**src/rtl/multi_data_sync.sv**
```systemverilog
// -----------------------------------------------------------------------------
// multi_data_sync
//
// Destination-domain synchroniser for NUM_CH independent quasi-static buses.
// Each channel runs its asynchronous qualifier (bus_enable[c]) through a
// NUM_STAGES-deep flop chain. It then detects an event on the chain output and
// samples the source bus into a held output register.
//
// Parameters:
//   NUM_STAGES : synchroniser depth per channel (2..4)
//   BUS_WIDTH  : data width per channel
//   NUM_CH     : number of channels (1..8)
//   EDGE_MODE  : 0 = rising edge of synchronised enable, 1 = any transition
//
// Ports:
//   CLK          destination clock
//   RST          synchronous reset, active-low
//   unsync_bus   source data, channel c at [c*BUS_WIDTH +: BUS_WIDTH]
//   bus_enable   asynchronous per-channel qualifier
//   sync_ready   consumer accepts the held word of channel c
//   overrun_clr  clears the sticky overrun flag of channel c
//   sync_bus     captured data, same packing as unsync_bus
//   enable_pulse one-cycle strobe per capture
//   sync_valid   channel c holds an unconsumed word
//   overrun      sticky: a capture overwrote an unconsumed word
//
// Handshake (per channel): sync_valid rises on a capture and stays high until
// an edge where sync_ready is high and no new capture happens. sync_ready has
// no effect while sync_valid is low. A capture on the same edge as sync_ready
// replaces the word and keeps sync_valid high. The old word counts as consumed,
// so overrun is not set in that case. sync_bus never changes on consumption.
// -----------------------------------------------------------------------------
module multi_data_sync #(
    parameter int NUM_STAGES = 2,
    parameter int BUS_WIDTH  = 8,
    parameter int NUM_CH     = 2,
    parameter int EDGE_MODE  = 0
) (
    input  logic                        CLK,
    input  logic                        RST,
    input  logic [NUM_CH*BUS_WIDTH-1:0] unsync_bus,
    input  logic [NUM_CH-1:0]           bus_enable,
    input  logic [NUM_CH-1:0]           sync_ready,
    input  logic [NUM_CH-1:0]           overrun_clr,
    output logic [NUM_CH*BUS_WIDTH-1:0] sync_bus,
    output logic [NUM_CH-1:0]           enable_pulse,
    output logic [NUM_CH-1:0]           sync_valid,
    output logic [NUM_CH-1:0]           overrun
);

    genvar c;
    generate
        for (c = 0; c < NUM_CH; c++) begin : g_ch
            logic [NUM_STAGES-1:0] sync_chain;   // [0] is the metastability-exposed flop
            logic                  hist;         // chain output delayed by one edge
            logic                  evt;
            logic [BUS_WIDTH-1:0]  data_q;
            logic                  pulse_q;
            logic                  valid_q;
            logic                  ovr_q;
            logic                  ovr_set;

            if (EDGE_MODE == 1) begin : g_toggle
                assign evt = sync_chain[NUM_STAGES-1] ^ hist;
            end else begin : g_rise
                assign evt = sync_chain[NUM_STAGES-1] & ~hist;
            end

            // Overwriting a held word counts as an overrun only when the consumer
            // is not taking that word on the same edge.
            assign ovr_set = evt & valid_q & ~sync_ready[c];

            always_ff @(posedge CLK) begin
                if (!RST) begin
                    sync_chain <= '0;
                    hist       <= 1'b0;
                end else begin
                    sync_chain <= {sync_chain[NUM_STAGES-2:0], bus_enable[c]};
                    hist       <= sync_chain[NUM_STAGES-1];
                end
            end

            always_ff @(posedge CLK) begin
                if (!RST) begin
                    data_q  <= '0;
                    pulse_q <= 1'b0;
                    valid_q <= 1'b0;
                    ovr_q   <= 1'b0;
                end else begin
                    pulse_q <= evt;
                    if (evt) begin
                        data_q <= unsync_bus[c*BUS_WIDTH +: BUS_WIDTH];
                    end
                    if (evt) begin
                        valid_q <= 1'b1;
                    end else if (sync_ready[c]) begin
                        valid_q <= 1'b0;
                    end
                    // A new overrun wins over a clear on the same edge.
                    if (ovr_set) begin
                        ovr_q <= 1'b1;
                    end else if (overrun_clr[c]) begin
                        ovr_q <= 1'b0;
                    end
                end
            end

            assign sync_bus[c*BUS_WIDTH +: BUS_WIDTH] = data_q;
            assign enable_pulse[c]                    = pulse_q;
            assign sync_valid[c]                      = valid_q;
            assign overrun[c]                         = ovr_q;
        end
    endgenerate

endmodule

```
**config.mk**
```make
export PLATFORM = sky130hd
export DESIGN_NAME = multi_data_sync
export DESIGN_NICKNAME = d
export VERILOG_FILES = /design/src/rtl/multi_data_sync.sv
export SDC_FILE = /design/constraint.sdc
export NUM_CORES = 1
export LEC_CHECK = 0
export ABC_AREA = 1
export CORE_UTILIZATION = 41
export CTS_CLUSTER_DIAMETER = 120
export DETAILED_ROUTE_END_ITERATION = 10
export PLACE_DENSITY = 0.75
export SYNTH_ARGS = -nofsm -noshare
export SYNTH_HDL_FRONTEND = slang
export SYNTH_SLANG_ARGS = --single-unit
```
**constraint.sdc**
```tcl
create_clock -name CLK -period 0.9 [get_ports CLK]
set_input_delay 0.18 -clock CLK [delete_from_list [all_inputs] [get_ports CLK]]
set_output_delay 0.18 -clock CLK [all_outputs]
set_load 0.01 [all_outputs]
```
wires.png
Bar = 20 um.
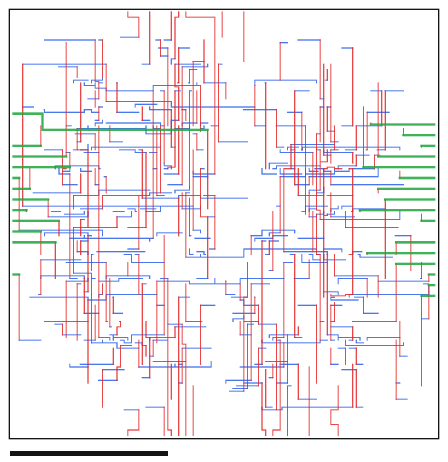
blue -> metal 1  # wire length 933 um
green -> metal 3  # wire length 147 um
red -> metal 2  # wire length 1270 um

io_placement.png
Pins as bars across the die edge, other pins in gray.
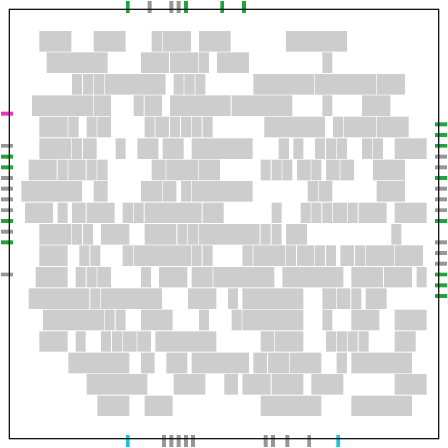
green -> `sync_bus`  # pins 16, direction output, edge 8 right, 4 top, 4 left
cyan -> `enable_pulse`  # pins 2, direction output, edge bottom
magenta -> `CLK`  # pins 1, direction input, edge left
all pins by edge = 16 right, 12 left, 11 bottom, 7 top

==> run_results.csv <==
group,metric,value,unit
run_status,outcome,"finished, violations left",
run_status,failed_checks,"setup timing",
timing,finalCriticalPeriod,962,ps
worst_setup_path,required,720,ps
detailed_routing,vias,1005,
clock_tree,cts_buffer_depth,2,
pwr,power_frac_seq,60.5,%
die,die_w,54.3,um
detailed_routing,avgViaCountPerCell,4.47,
hold_path,hold_path_end,"g_ch[1].sync_chain[0]",
clock_tree,cts_root_buf,"clkbuf_4",
job,cap_violations,0,
placed_design,portBuffers,45,
timing,rsz0062_at_grt,"true",
yosys,ys.flops,28,
timing,fin_hold_ws,377,ps
placed_design,post-dp-hpwl,1.74,mm
pwr,vdd_drop_max,839,uV
detailed_routing,wirelength,2.35,mm
die,die_area,2950,sq um
worst_setup_path,cp.arrival,780,ps
job,warnings,28,
yosys,simple_gate_share,31.5,%
timing,drv_slew,0,
pwr,combPwrFrac,17.8,%
timing,fin_ws,-62.0,ps
pwr,power.leakage,0.000825,uW
clock_tree,cts_tree,"done",
clock_tree,cts_buffers,3,
clock_tree,cts_sinks,28,
worst_setup_path,reg2regPathDepth,4,
clock_tree,cts_hold_repair.buffers,0,
timing,setup-violations-final,22,
yosys,syn_area_per_cell,7.42,sq um
worst_setup_path,crit_path_top_delay_cell,"dfxtp_2",
timing,hold_violations,0,
cells_and_area,fillerInstances,234,
worst_setup_path,end_kind,"output pin",
yosys,yosys_warnings,0,
worst_setup_path,r2r_start,"g_ch[0].sync_chain[1]",
die,ioPinCount,46,
pwr,powerDensity,1320,nW/um^2
cells_and_area,ff_latch_area,593,sq um
worst_setup_path,slowest_delay,360,ps
global_routing,grt_util_all_layers,17.1,%
yosys,fp_nets,175,
yosys,synthAdderAreaFrac,0,%
die,core_area,2520,sq um
yosys,synth.lib_cells_used.distinct,13,
io_fan.png
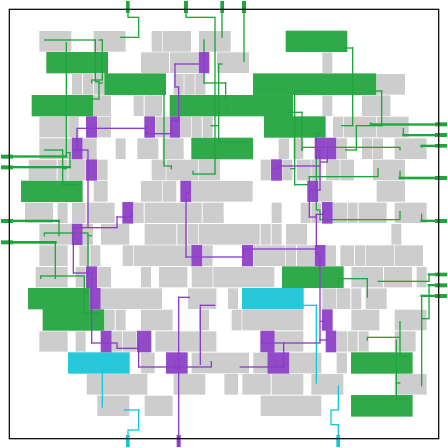
cyan -> `enable_pulse`  # bits 2, direction output, end cells 2, buffers 2, wire 34.3 um
purple -> `RST`  # bits 1, direction input, end cells 26, buffers 2, wire 200 um
green -> `sync_bus`  # bits 16, direction output, end cells 16, buffers 16, wire 358 um

placement.png
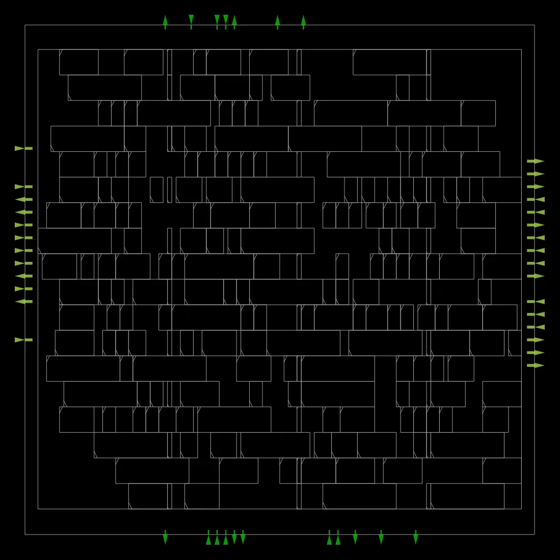
fin cells: 225
Tap Count: 30
std cell rows: 18

-- Yosys cell counts --
master | instances | area (sq um)
nand2_1 | 24 | 90.1
o21ai_1 | 4 | 20.0
buf_2 | 3 | 15.0
nand3b_1 | 2 | 15.0
buf_4 | 6 | 45.0
nand3_1 | 18 | 90.1
nor2_1 | 31 | 116
dfxtp_1 | 28 | 561
nor2_2 | 3 | 18.8
buf_6 | 2 | 22.5
inv_1 | 26 | 97.6
nor2_4 | 2 | 22.5
inv_2 | 2 | 7.51
-- worst min-delay path: cells and delay by family --
kind | cells | cell delay (ps)
buffers and inverters | 2 | 420
AND/OR/NAND/NOR | 1 | 60
-- how the worst max path moves through the flow --
stage	endpoint	slack, ps	from
5_1_grt	sync_bus[15]	-90	g_ch[1].data_q[7]
6_report	sync_bus[14]	-60	g_ch[1].data_q[6]
3_3_place_gp	g_ch[1].ovr_q	-230	RST
2_1_floorplan	g_ch[0].data_q[5]	140	g_ch[0].sync_chain[1]
4_1_cts	sync_bus[14]	-60	g_ch[1].data_q[6]
3_5_place_dp	g_ch[1].valid_q	-290	RST
-- stage by stage --
step	utilization, %	setup slack (ps)	cells	power (uW)	setup TNS [ps]
after floorplan	-	140	151	1520	0
after global placement	62.2	-231	219	1720	-7190
after detailed placement	62.2	-287	219	1730	-8170
after CTS	65.6	-63.7	224	2230	-1250
after global routing	66.5	-91.0	225	2320	-1860
final	66.5	-62.0	225	2220	-1060
-- area by class of cell --
type,instances,share of cell area [%]
multi-input combinational,84,22.4
inverter,28,6.27
timing repair buffer,52,32.4
clock buffer,3,1.34
sequential,28,35.4
tap,30,2.24
-- cells in the final DEF, fill, tap and decap left out --
cell / n
o21ai_1: 4
nor2_1: 30
nor2_4: 2
nand3_1: 18
buf_6: 22
nand3b_1: 2
dfxtp_1: 2
inv_2: 3
buf_12: 1
buf_4: 6
clkbuf_4: 3
nor2_2: 4
inv_1: 25
dfxtp_2: 26
clkdlybuf4s50_1: 23
nand2_1: 24
-- what timing repair did --
item	4_1_cts	5_1_grt
pin swaps	0	7
buffers inserted	2	1
gates resized	130	8
setup endpoints to repair	22	38
-- state kept, by name (all words and copies together) (netlist names) --
name / flops
g_ch.valid_q: 2
g_ch.data_q: 16
g_ch.pulse_q: 2
g_ch.hist: 2
g_ch.ovr_q: 2
g_ch.sync_chain: 4
-- power groups by stage --
| stage | clock network (uW) | logic [uW] | registers (uW) |
|---|---|---|---|
| 2_1_floorplan | 0 | 156 | 1360 |
| 3_3_place_gp | 0 | 370 | 1350 |
| 3_5_place_dp | 0 | 377 | 1350 |
| 4_1_cts | 496 | 391 | 1340 |
| 5_1_grt | 535 | 437 | 1350 |
| 6_report | 481 | 395 | 1340 |
-- cell families after synthesis --
family | count (synthesis)
simple gates | 80
buf+inv | 39
flops | 28
compound gates | 4
-- layer usage --
layer / share of wire (%) / vias to the layer above / GRT usage (%)
met3: 6.3 / 0 / 3.06
li1: - / 530 / -
met4: 0 / 0 / 3.85
met2: 54 / 28 / 34.6
met5: 0 / - / 0
met1: 40 / 447 / 17.6
Power and IR drop assume default switching activity.
